## src/rtl/jk_pkg.sv

```systemverilog
// Shared types for the JK command sequencer: command op-codes, FSM states and
// the reference-model update rule used by the optional Q checker.
package jk_pkg;

  typedef enum logic [1:0] {
    JK_HOLD   = 2'b00,
    JK_RESET  = 2'b01,
    JK_SET    = 2'b10,
    JK_TOGGLE = 2'b11
  } jk_op_e;

  typedef enum logic [1:0] {
    StIdle,
    StDrive,
    StCheck
  } jk_state_e;

  // Value a JK flip-flop holds after one clock of the given command.
  function automatic logic jk_next(input jk_op_e op, input logic cur);
    unique case (op)
      JK_SET:    return 1'b1;
      JK_RESET:  return 1'b0;
      JK_TOGGLE: return ~cur;
      default:   return cur;
    endcase
  endfunction

endpackage

```

## src/rtl/jk_cmd_fifo.sv

```systemverilog
// Small synchronous FIFO for JK commands; pointers carry an extra wrap bit so
// full and empty are distinguished without a separate occupancy counter.
module jk_cmd_fifo #(
  parameter int unsigned Depth = 4,
  parameter int unsigned Width = 2
) (
  input  logic             clk_i,
  input  logic             rst_ni,
  input  logic             push_i,
  input  logic [Width-1:0] wdata_i,
  input  logic             pop_i,
  output logic [Width-1:0] rdata_o,
  output logic             full_o,
  output logic             empty_o
);

  localparam int unsigned Aw = $clog2(Depth);

  logic [Aw:0]      wr_ptr_q, wr_ptr_d;
  logic [Aw:0]      rd_ptr_q, rd_ptr_d;
  logic [Width-1:0] mem_q [Depth];
  logic [Width-1:0] mem_d [Depth];
  logic             do_push, do_pop;

  assign empty_o = (wr_ptr_q == rd_ptr_q);
  assign full_o  = (wr_ptr_q[Aw] != rd_ptr_q[Aw]) && (wr_ptr_q[Aw-1:0] == rd_ptr_q[Aw-1:0]);
  assign rdata_o = mem_q[rd_ptr_q[Aw-1:0]];

  assign do_push = push_i && !full_o;
  assign do_pop  = pop_i && !empty_o;

  always_comb begin
    wr_ptr_d = wr_ptr_q;
    rd_ptr_d = rd_ptr_q;
    mem_d    = mem_q;
    if (do_push) begin
      mem_d[wr_ptr_q[Aw-1:0]] = wdata_i;
      wr_ptr_d                = wr_ptr_q + 1'b1;
    end
    if (do_pop) begin
      rd_ptr_d = rd_ptr_q + 1'b1;
    end
  end

  always_ff @(posedge clk_i or negedge rst_ni) begin
    if (!rst_ni) begin
      wr_ptr_q <= '0;
      rd_ptr_q <= '0;
      for (int i = 0; i < Depth; i++) mem_q[i] <= '0;
    end else begin
      wr_ptr_q <= wr_ptr_d;
      rd_ptr_q <= rd_ptr_d;
      mem_q    <= mem_d;
    end
  end

endmodule

```

## src/rtl/jk_cmd_seq.sv

```systemverilog
// Sequences queued JK commands onto a downstream flip-flop, one command per two
// cycles. Define JK_CMD_SEQ_CHECK_EN to build the Q-checking model (err, err_cnt).
module jk_cmd_seq
  import jk_pkg::*;
#(
  parameter int unsigned FIFO_DEPTH = 4,
  parameter int unsigned ERR_CNT_W  = 8
) (
  input  logic                 clk,
  input  logic                 rst_n,
  input  logic                 cmd_valid,
  input  logic [1:0]           cmd_op,
  output logic                 cmd_ready,
  output logic                 J,
  output logic                 K,
  input  logic                 Q,
  output logic                 busy,
  output logic                 done,
  output logic                 err,
  output logic [ERR_CNT_W-1:0] err_cnt
);

  jk_state_e  state_q, state_d;
  jk_op_e     op_q, op_d;
  logic       fifo_pop, fifo_full, fifo_empty;
  logic [1:0] fifo_rdata;

  jk_cmd_fifo #(
    .Depth (FIFO_DEPTH),
    .Width (2)
  ) u_fifo (
    .clk_i   (clk),
    .rst_ni  (rst_n),
    .push_i  (cmd_valid),
    .wdata_i (cmd_op),
    .pop_i   (fifo_pop),
    .rdata_o (fifo_rdata),
    .full_o  (fifo_full),
    .empty_o (fifo_empty)
  );

  assign cmd_ready = !fifo_full;
  assign busy      = !fifo_empty || (state_q != StIdle);

  always_comb begin
    state_d  = state_q;
    op_d     = op_q;
    fifo_pop = 1'b0;
    J        = 1'b0;
    K        = 1'b0;
    done     = 1'b0;
    unique case (state_q)
      StIdle: begin
        if (!fifo_empty) begin
          fifo_pop = 1'b1;
          op_d     = jk_op_e'(fifo_rdata);
          state_d  = StDrive;
        end
      end
      StDrive: begin
        {J, K}  = op_q;
        state_d = StCheck;
      end
      StCheck: begin
        done = 1'b1;
        if (!fifo_empty) begin
          fifo_pop = 1'b1;
          op_d     = jk_op_e'(fifo_rdata);
          state_d  = StDrive;
        end else begin
          state_d = StIdle;
        end
      end
      default: state_d = StIdle;
    endcase
  end

  always_ff @(posedge clk or negedge rst_n) begin
    if (!rst_n) begin
      state_q <= StIdle;
      op_q    <= JK_HOLD;
    end else begin
      state_q <= state_d;
      op_q    <= op_d;
    end
  end

`ifdef JK_CMD_SEQ_CHECK_EN
  logic                 exp_q, exp_d;
  logic                 exp_valid_q, exp_valid_d;
  logic [ERR_CNT_W-1:0] err_cnt_q, err_cnt_d;

  // The model advances on the same edge the downstream flop samples J/K.
  always_comb begin
    exp_d       = exp_q;
    exp_valid_d = exp_valid_q;
    err_cnt_d   = err_cnt_q;
    err         = 1'b0;
    if (state_q == StDrive) begin
      exp_d = jk_next(op_q, exp_q);
      if (op_q == JK_SET || op_q == JK_RESET) exp_valid_d = 1'b1;
    end
    if (state_q == StCheck && exp_valid_q && (Q != exp_q)) begin
      err = 1'b1;
      if (err_cnt_q != '1) err_cnt_d = err_cnt_q + ERR_CNT_W'(1);
    end
  end

  always_ff @(posedge clk or negedge rst_n) begin
    if (!rst_n) begin
      exp_q       <= 1'b0;
      exp_valid_q <= 1'b0;
      err_cnt_q   <= '0;
    end else begin
      exp_q       <= exp_d;
      exp_valid_q <= exp_valid_d;
      err_cnt_q   <= err_cnt_d;
    end
  end

  assign err_cnt = err_cnt_q;
`else
  logic unused_q;
  assign unused_q = Q;
  assign err      = 1'b0;
  assign err_cnt  = '0;
`endif

endmodule
```

## config.mk

```make
export PLATFORM = sky130hd
export DESIGN_NAME = jk_cmd_seq
export DESIGN_NICKNAME = d
export VERILOG_FILES = /design/src/rtl/jk_pkg.sv /design/src/rtl/jk_cmd_fifo.sv /design/src/rtl/jk_cmd_seq.sv
export SDC_FILE = /design/constraint.sdc
export NUM_CORES = 1
export LEC_CHECK = 0
export CORE_MARGIN = 3
export CORE_UTILIZATION = 54
export DETAILED_ROUTE_END_ITERATION = 8
export GPL_TIMING_DRIVEN = 0
export MAX_ROUTING_LAYER = met4
export PLACE_DENSITY = 0.81
export SYNTH_ARGS = -nofsm -noshare
export SYNTH_HDL_FRONTEND = slang
export SYNTH_SLANG_ARGS = --single-unit
```

## constraint.sdc

```tcl
create_clock -name clk -period 3.8 [get_ports clk]
set_clock_uncertainty 0.1 [all_clocks]
set_input_delay 0.76 -clock clk [delete_from_list [all_inputs] [get_ports clk]]
set_output_delay 0.76 -clock clk [all_outputs]
set_load 0.02 [all_outputs]
```

### PDN straps and rails, run 1

Pins as bars on the die edge.
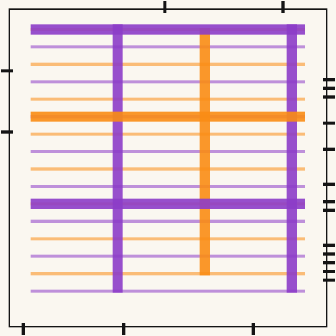
color	net
orange	VDD
purple	VSS
met1 rails	16
met4 straps	3
floorplan core area: 0.00175 sq mm
y dimension of the die: 49.3 um

### Placed cells, one color a class, run 1

Bar = 10 um.
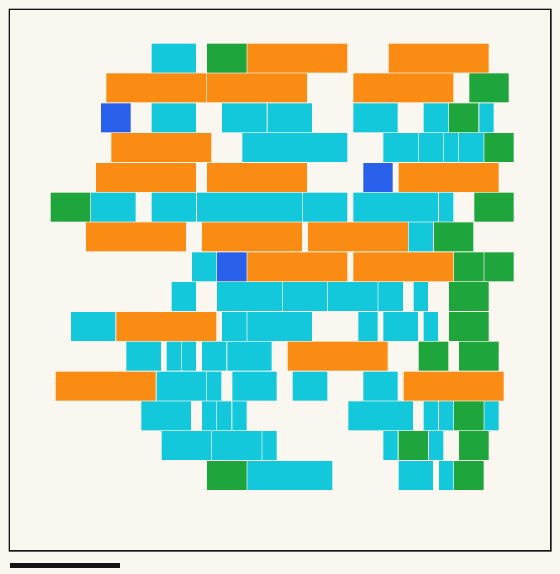
color	class	cells	share of their area
cyan	all other logic	58	45%
blue	cells driving clock nets	3	2.0%
green	other buffers and delay cells	18	14%
orange	flip-flops	18	39%

==> run notes, run 1 <==
Notes on the physical implementation.

- The run finished with clean final reports.
- At the worst endpoint, the arrival time is 2.04 ns.
- Post-synth the commonest register cell is dfrtp_1.
- Total global-route track usage over all layers is roughly 15%.
- Subtracting the final worst setup slack from the clock period gives between 2 and 3 ns.
- The count of inserted antenna diode cells is 0, for reference.
- The final net count is 110, for reference.
- Wires add up to 1.61 mm.
- The number of hold buffers added after CTS is 0, for reference.
- In the final report, the number of pins over their slew limit comes to 0.
- The flow reports power dissipated in sequential cells as 0.000395 W.
- The x dimension of the die is between 40 and 50 um, for reference.
- Once iteration 0 of detailed routing completed, the report listed 5 DRC markers.
- The met3 usage in global routing is 4.89%, for reference.
- The placed wire-length estimate is ~1.3 mm, for reference.
- The total combinational power is 0.000563 W, for reference.
- The final critical-path setup slack is around 0.9 ns, for reference.
- The instance area at placement is 0.00116 sq mm, for reference.
- Per the gpl log, the routability congestion estimate is 0.783.
- The number of gates resized after CTS was 0.
- The mean instance size in the synthesized netlist is 13.1 sq um, for reference.
- Per the detail_route log, met2 wirelength is 799 um.
- Adding up every negative setup slack in the final design gives 0 ns.
- The area share of the leading cell type in the synthesized netlist is 44.6%, for reference.
- Signal routing reaches up to met4.
- The number of placed instances, taps included, is ~120.
- Sequential elements use 44.6% of the synthesized area.
- The global routing stage identified its most utilized layer as met2.
- Nets still carrying antenna violations after routing amount to 0.
- The critical path required time is 2.94 ns, for reference.
- The number of maximum-capacitance constraint violations is 0, for reference.
- For this design the ratio of total power to cell area is 886 mW/mm^2.
- The global-route met1 utilization is 14.7%, for reference.
- The fill cell instance count of the final layout is 133, for reference.
- The global-route wire length before repair is 2.55 mm, for reference.
- Clock tree synthesis selected as its root buffer the cell clkbuf_4.
- The static leakage is 0.539 nW, for reference.
- The post-route clock period utilization is about 76%, for reference.
- The count of library flops with an enable pin is 0, for reference.
- The tally of OpenROAD warnings is 30, for reference.
- The number of buffers inserted by post-CTS setup repair is 0, for reference.
- The top cell types in the final layout, fill and taps aside, are dfrtp_1, mux2_2, buf_4, conb_1, clkdlybuf4s50_1.
- After synthesis, the share of flip-flops with an asynchronous set or reset is 100%.
- The worst setup path is of the flop to primary output kind.
- The chip area is approximately 0.0024 sq mm, for reference.
- TritonCTS built the clock tree.
- The cell area after layout is 0.00118 sq mm, for reference.
- The portion of total power attributed to combinational logic is 53.7%, for reference.
- The later pin in the worst-skew pair is clocked with a latency of 0.29 ns.
- The total via count in the routed design is 600, for reference.
- The cell total in the yosys stat output is about 77, for reference.
- Looking at the clock tree report, the H-tree level count equals 1.
- The worst-case setup slack after placement is around 1.2 ns, for reference.
- The worst setup path is captured at a primary output.
- Dividing the detail-routed wire length by the instance count gives 13.2 um.
- The reported clock group power is 0.0000912 W, for reference.
- The number of global-route vias before repair is about 590, for reference.
- The transition time recorded at the tightest slew-check pin is 0.772 ns.
- Setup repair after global routing left no endpoint under its margin.
- The switching power is ~0.00043 W, for reference.
- The analysis reports a worst IR drop on VDD of ~0.49 mV.
- The path class of the tightest hold or removal check is flop to flop.
- The number of core rows is 15, for reference.
- The largest part of the power goes to combinational logic.
- Per the slew report, the remaining headroom to the max-slew limit stands at a little under 50%.
- The sequential cell area is between 400 and 500 sq um, for reference.
- The largest net degree at the start of global routing is 19, for reference.
- The synthesis area per yosys is 0.00101 sq mm, for reference.
- The fraction of power spent switching nets is 41.2%, for reference.
- The hold violation total from the final report is 0, for reference.
- Registers are responsible for 37.6% of the overall power.
- The initial antenna violation count is 0, for reference.
- Before placement the cells fill about 58% of the core.
- In the routed design, unresolved DRC markers number 0.
### Clock distribution, run 1

Bar = 10 um.
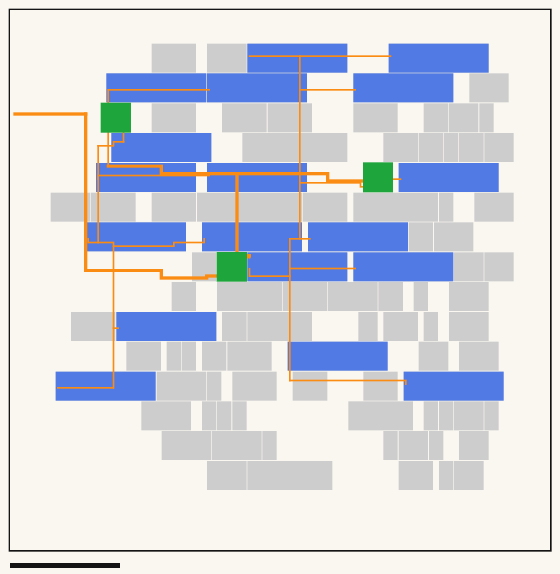
[green] cells driving clock nets | count: 3
[blue] flip-flops | count: 18
[orange] clock wires | length: 219 um
routed clock nets	4

run 1: state kept, by name, indices dropped and copies added (netlist names):
register and count:
u_fifo.wr_ptr_q 3, u_fifo.mem_q 8, u_fifo.rd_ptr_q 3, state_q 2, op_q 2
run 1: critical path, cell delays in order, from the launching register on:
cell and delay, ns:
dfrtp_1 0.49, xnor2_2 0.51, nand4_1 0.16, clkdlybuf4s50_1 0.57
run 1: cell families after synthesis:
kind of cell | synth area share (%)
compound gates | 7.55
xor+xnor | 9.16
flops | 44.6
other cells | 0.371
fa+ha+maj | 6.19
buf+inv | 8.17
mux | 18.6
simple gates | 5.44
run 1: worst paths after layout:
path / to / start / slack (ns) / depth (start not counted)
min in group asynchronous: u_fifo.rd_ptr_q[2]$_DFFE_PN0P_ / rst_n / 0.81 / 1
max in group asynchronous: u_fifo.mem_q[2]$_DFFE_PN0P_ / rst_n / 2.30 / 1
min reg2reg: state_q[1]$_DFFE_PN0P_ / state_q[1]$_DFFE_PN0P_ / 0.39 / 1
max: busy / u_fifo.rd_ptr_q[0]$_DFFE_PN0P_ / 0.90 / 3
max reg2reg: u_fifo.mem_q[4]$_DFFE_PN0P_ / u_fifo.rd_ptr_q[0]$_DFFE_PN0P_ / 2.01 / 3
min: state_q[1]$_DFFE_PN0P_ / state_q[1]$_DFFE_PN0P_ / 0.39 / 1
run 1: layout make-up:
type                    instances  share of cell area [%]
repair buffers                  9                    7.60
multi-input cells              54                    42.9
flip-flops and latches         18                    38.0
well taps                      25                    2.64
inverters                       4                    1.27
clock buffers                   3                    1.90
plain buffers                   9                    5.70
run 1: cell usage after synthesis, drive strengths merged (2+ instances only):
cell type and instances:
buf 9, xor2 4, dfrtp 18, a31oi 6, mux4 2, nand2 4
and2 2, ha 5, xnor2 4, mux2 12, nor2b 2, inv 4
### Clock nets, run 1

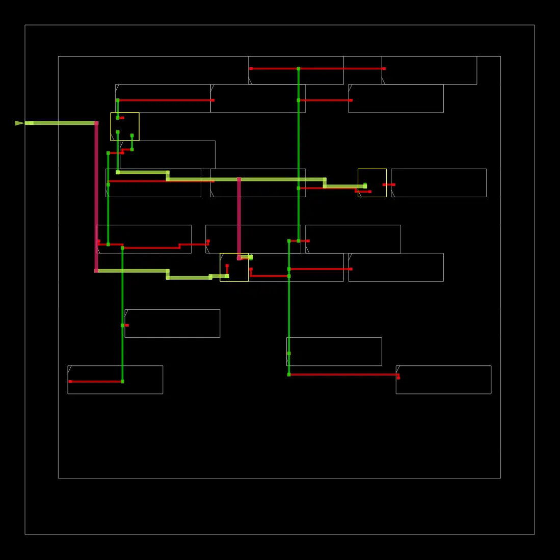

==> run 1 -> run 2 <==
CORE_UTILIZATION = 45   (was 54)
PLACE_DENSITY = 0.72   (was 0.81)
clock period = 2.4 ns   (was 3.8 ns; I/O delays follow)
### Clock nets, run 2

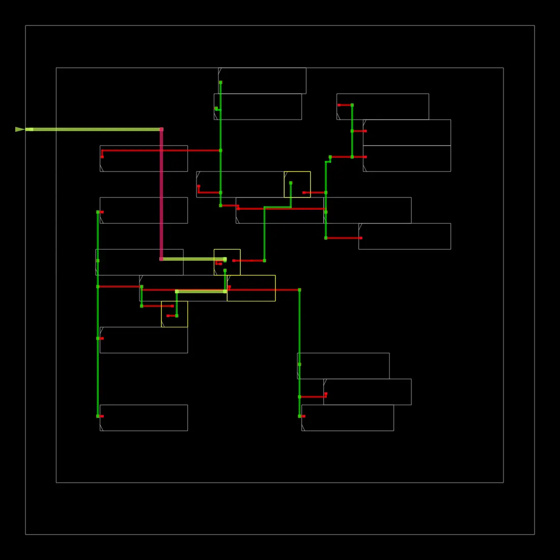
total clock network power: 0.000178 W
Clock Sink Count: 18

### Placed cells, one color a class, run 2

Bar = 20 um.
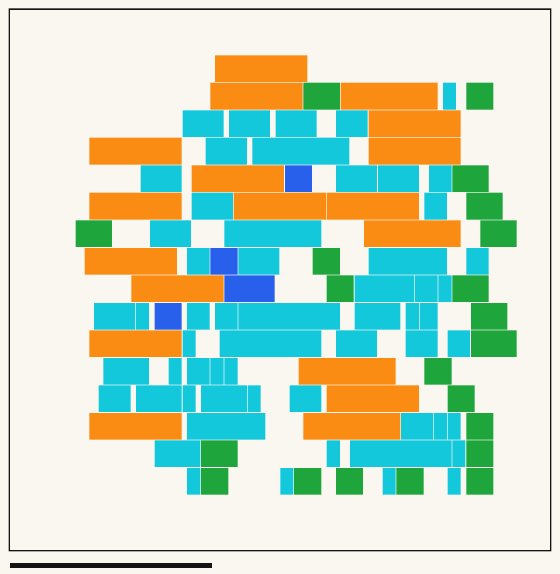
color	class	cells	share of their area
orange	flip-flops	18	37%
green	other buffers and delay cells	21	15%
cyan	all other logic	58	46%
blue	clock drivers and dummy loads	4	2.9%
floorplan core area: 0.00204 sq mm
cell area after layout: 0.00127 sq mm
Seq/total area: 35.8%

==> run notes, run 2 <==
Notes on the physical implementation.

- The overall power after layout is roughly 0.0019 W, for reference.
- The static leakage came to 0.568 nW (+5.5%).
- After layout, the worst path uses roughly 95% of the clock period.
- The number of maximum-capacitance constraint violations was 0 (unchanged).
- The number of non-filler instances in the completed layout is 128, for reference.
- The fill cell instance count of the final layout was 165 (+24%).
- Counting every instance in the synthesized netlist gives slightly below 80.
- The largest net degree at the start of global routing is 19 (unchanged), for reference.
- The count of TritonRoute iterations in the first routing pass is 4, for reference.
- The library cell contributing the largest single delay on the critical path is clkdlybuf4s50_1, for reference.
- Ranked by instance count, the synthesized netlist is headed by dfrtp_1, mux2_2, buf_4.
- The final net count is 113 (+2.7%), for reference.
- The met2 global-route usage is 24.5%, for reference.
- The global-route wire length before repair is 2.82 mm (+11%), for reference.
- The final core utilization is 62.3%, for reference.
- The sequential cell area is 455 sq um (+1.1%), for reference.
- The number of buffers created by CTS is 3, for reference.
- The most frequent cell after synthesis is dfrtp_1, for reference.
- The global-route total usage across every layer came to 14.3% (-0.24 points).
- The synthesis area per yosys is 0.00101 sq mm (unchanged).
- The clock latency at the later pin of the worst-skew pair came to 0.28 ns (about the same).
- Per STA, the worst path accumulates the most delay in the family buffers and inverters.
- Per the detail_route log, met3 wirelength is 81 um.
- The post-synthesis cell type with the largest combined area is dfrtp_1, for reference.
- Routed signal wires occupy layers up through met4.
- The x dimension of the die is 53.4 um (+8.4%), for reference.
- The number of core rows came to 16 (+1).
- The critical path goes through xnor2_2 -> nand4_1 -> clkdlybuf4s50_1.
- The final hold slack is 0.394 ns, for reference.
- The met3 usage in global routing was 3.38% (-1.5 points).
- Per the final layout report, the fraction of cells sized above drive strength 1 comes to 37.6%.
- The slew of the pin with the lowest slew margin is 0.765 ns (-0.00657 ns), for reference.
- The power per cell area is 1470 mW/mm^2 (+66%), for reference.
- The length of routed wiring on met1 is 625 um, for reference.
- The most critical min-delay path falls under flop to flop.
- In this run, synthesis produced a sequential element count of 18.
- The signal arrival time at the worst endpoint is 1.69 ns (-0.35 ns), for reference.
- Per the cell usage report, the commonest logic cells after layout are dfrtp_1, mux2_2, buf_4.
- The largest stage delay on the critical path is 0.55 ns (-0.02 ns), for reference.
- The highest clock frequency the design can meet is 441 MHz, for reference.
- The met2 routed wirelength is 842 um (+5.4%).
- Setup repair after global routing left no endpoint under its margin.
- The worst-case setup slack after placement is 0.130 ns (-1.11 ns), for reference.
- The tightest slew margin relative to the limit is 48.8% (+0.44 points), for reference.
- The total via count in the routed design came to 612 (+2.0%).
- Endpoints with negative setup slack in the final report add up to 0.
- The H-tree depth reported by CTS is 1 (unchanged), for reference.
- The DRC marker count from the first detailed-route iteration was 5 (unchanged).
- The placed wire-length estimate came to 1.22 mm (-5.5%).
- The cell total in the yosys stat output was 77 (unchanged).
- The register area share after synthesis came to 44.6% (unchanged).
- The tally of OpenROAD warnings was 30 (unchanged).
- The DRC violations left is 0 (unchanged), for reference.
- The final setup TNS was 0 ns (unchanged).
- CTS reports a maximum clock tree buffer depth of 2.
- The count of inserted antenna diode cells was 0 (unchanged).
- After synthesis, the cell types taking the most area are dfrtp_1, mux2_2, buf_4, ha_1, mux4_1.
- The final critical-path setup slack came to 0.131 ns (-0.772 ns).
- The starting density of the core was 49.5% (-8.4 points).
- Per the cell usage report, the commonest logic cell in the layout is dfrtp_1.
- The kind of end point of the critical path is a primary output, for reference.
- The hold violation total from the final report came to 0 (unchanged).
- met2 is the most crowded layer.
- The chip area was 0.00285 sq mm (+17%).
- The count of library flops with an enable pin is 0 (unchanged), for reference.
- The synthesized netlist contains 20 unique library cells.
- The clock transition at the registers of the reported paths is 0.10 ns, for reference.
- The worst IR drop on VDD is 0.810 mV (+64%).
- The area share of the leading cell type in the synthesized netlist is 44.6% (unchanged), for reference.
- The number of vias per cell is 4.78, for reference.
- For this run, the number of Yosys warnings is 0.
- The overall die height came to 53.4 um (+8.4%).
- The average detailed-routed wire length per instance is 12.2 um (-7.4%).
- The combined area of the multi-input logic cells is 549 sq um, for reference.
- The run finished with clean final reports.
- The global-route congestion overflow total is 0, for reference.
- The initial antenna violation count is 0 (unchanged), for reference.
- TritonCTS built the clock tree.
- The area growth from synthesis to layout is 25.9%.
- Counting I/O delays and the setup requirement, the final critical path takes 2.27 ns.
- The cell area after synthesis is ~0.0010 sq mm, for reference.
- The kind of start point of the critical path is a flop, for reference.
- The residual antenna-violating net count after detailed routing is 0 (unchanged), for reference.
- The total buffers and inverters traversed by the critical path is 1 (unchanged).
- The critical path start-end classification is flop to primary output, for reference.
- In this run the count of I/O pins placed on the die edge is 20.
- The quantity of I/O buffers inserted on ports is 9, for reference.
- The mean instance size in the synthesized netlist is 13.1 sq um (unchanged).
- The number of flip-flops in the largest register was 8 (unchanged).
- The total detailed-routing wirelength is 1.56 mm (-2.8%).
- The largest driver fanout on the critical path is 3, for reference.
- The global-route met1 utilization came to 16.2% (+1.5 points).
- The dominant register cell in the synthesized netlist is dfrtp_1, for reference.
- The register with the most flip-flops is u_fifo.mem_q, for reference.
- In the final layout, the registers with the most flip-flops are u_fifo.mem_q: 8 flops, u_fifo.rd_ptr_q: 3 flops, u_fifo.wr_ptr_q: 3 flops.
- The buffer type at the clock tree root is clkbuf_4, for reference.
- The final-report max-slew violation count came to 0 (unchanged).
- The critical path required time is 1.82 ns (-1.12 ns), for reference.
- The number of global-route vias before repair is 656 (+12%), for reference.
- The global placer's final weighted congestion is 0.740 (-5.5%), for reference.
- The proportion of synthesized flip-flops having asynchronous set or reset is 100% (unchanged), for reference.
- The number of cells in the design after placement came to 121 (+1.7%).
- The instance area at placement was 0.00116 sq mm (+0.22%).
==> run 2: logic make-up (layout without fill, tap and decap cells) <==
family	after synthesis	after routing	share of synthesized area [%]
other cells	1	9	0.371
compound gates	7	7	7.55
mux	14	14	18.6
fa+ha+maj	5	5	6.19
simple gates	11	11	5.44
flops	18	18	44.6
xor+xnor	8	8	9.16
buf+inv	13	29	8.17
==> run 2: area by class of cell <==
cell class,instances,area share [%]
well taps,27,2.65
flip-flops and latches,18,35.8
clock buffers,4,2.85
multi-input cells,54,43.2
repair buffers,12,9.05
plain buffers,9,5.31
inverters,4,1.18
==> run 2: what timing repair did <==
action / in CTS / in global routing
resized: 2 / 7
pin swaps: 2 / 0
buffers inserted: 3 / 0
hold endpoints to repair: 0 / 0
hold buffers: 0 / 0
setup endpoints to repair: 2 / 4
==> run 2: worst paths after layout <==
check	startpoint	cells past startpoint	slack, ns	to
setup / recovery	u_fifo.wr_ptr_q[2]$_DFFE_PN0P_	3	0.13	busy
hold / removal	state_q[1]$_DFFE_PN0P_	1	0.39	state_q[1]$_DFFE_PN0P_
setup reg to reg	u_fifo.rd_ptr_q[1]$_DFFE_PN0P_	4	0.66	u_fifo.mem_q[6]$_DFFE_PN0P_
hold reg to reg	state_q[1]$_DFFE_PN0P_	1	0.39	state_q[1]$_DFFE_PN0P_
max in group asynchronous	rst_n	1	1.14	u_fifo.wr_ptr_q[2]$_DFFE_PN0P_
min in group asynchronous	rst_n	1	0.54	op_q[0]$_DFFE_PN0P_
==> run 2: power by group <==
group / internal (W) / total, W / switching (W)
logic: 0.000571 / 0.00103 / 0.000458
registers: 0.000473 / 0.000668 / 0.000195
clock network: 0.0000923 / 0.000178 / 0.0000862
No activity file was given, so power comes from the tool's default toggle rates.
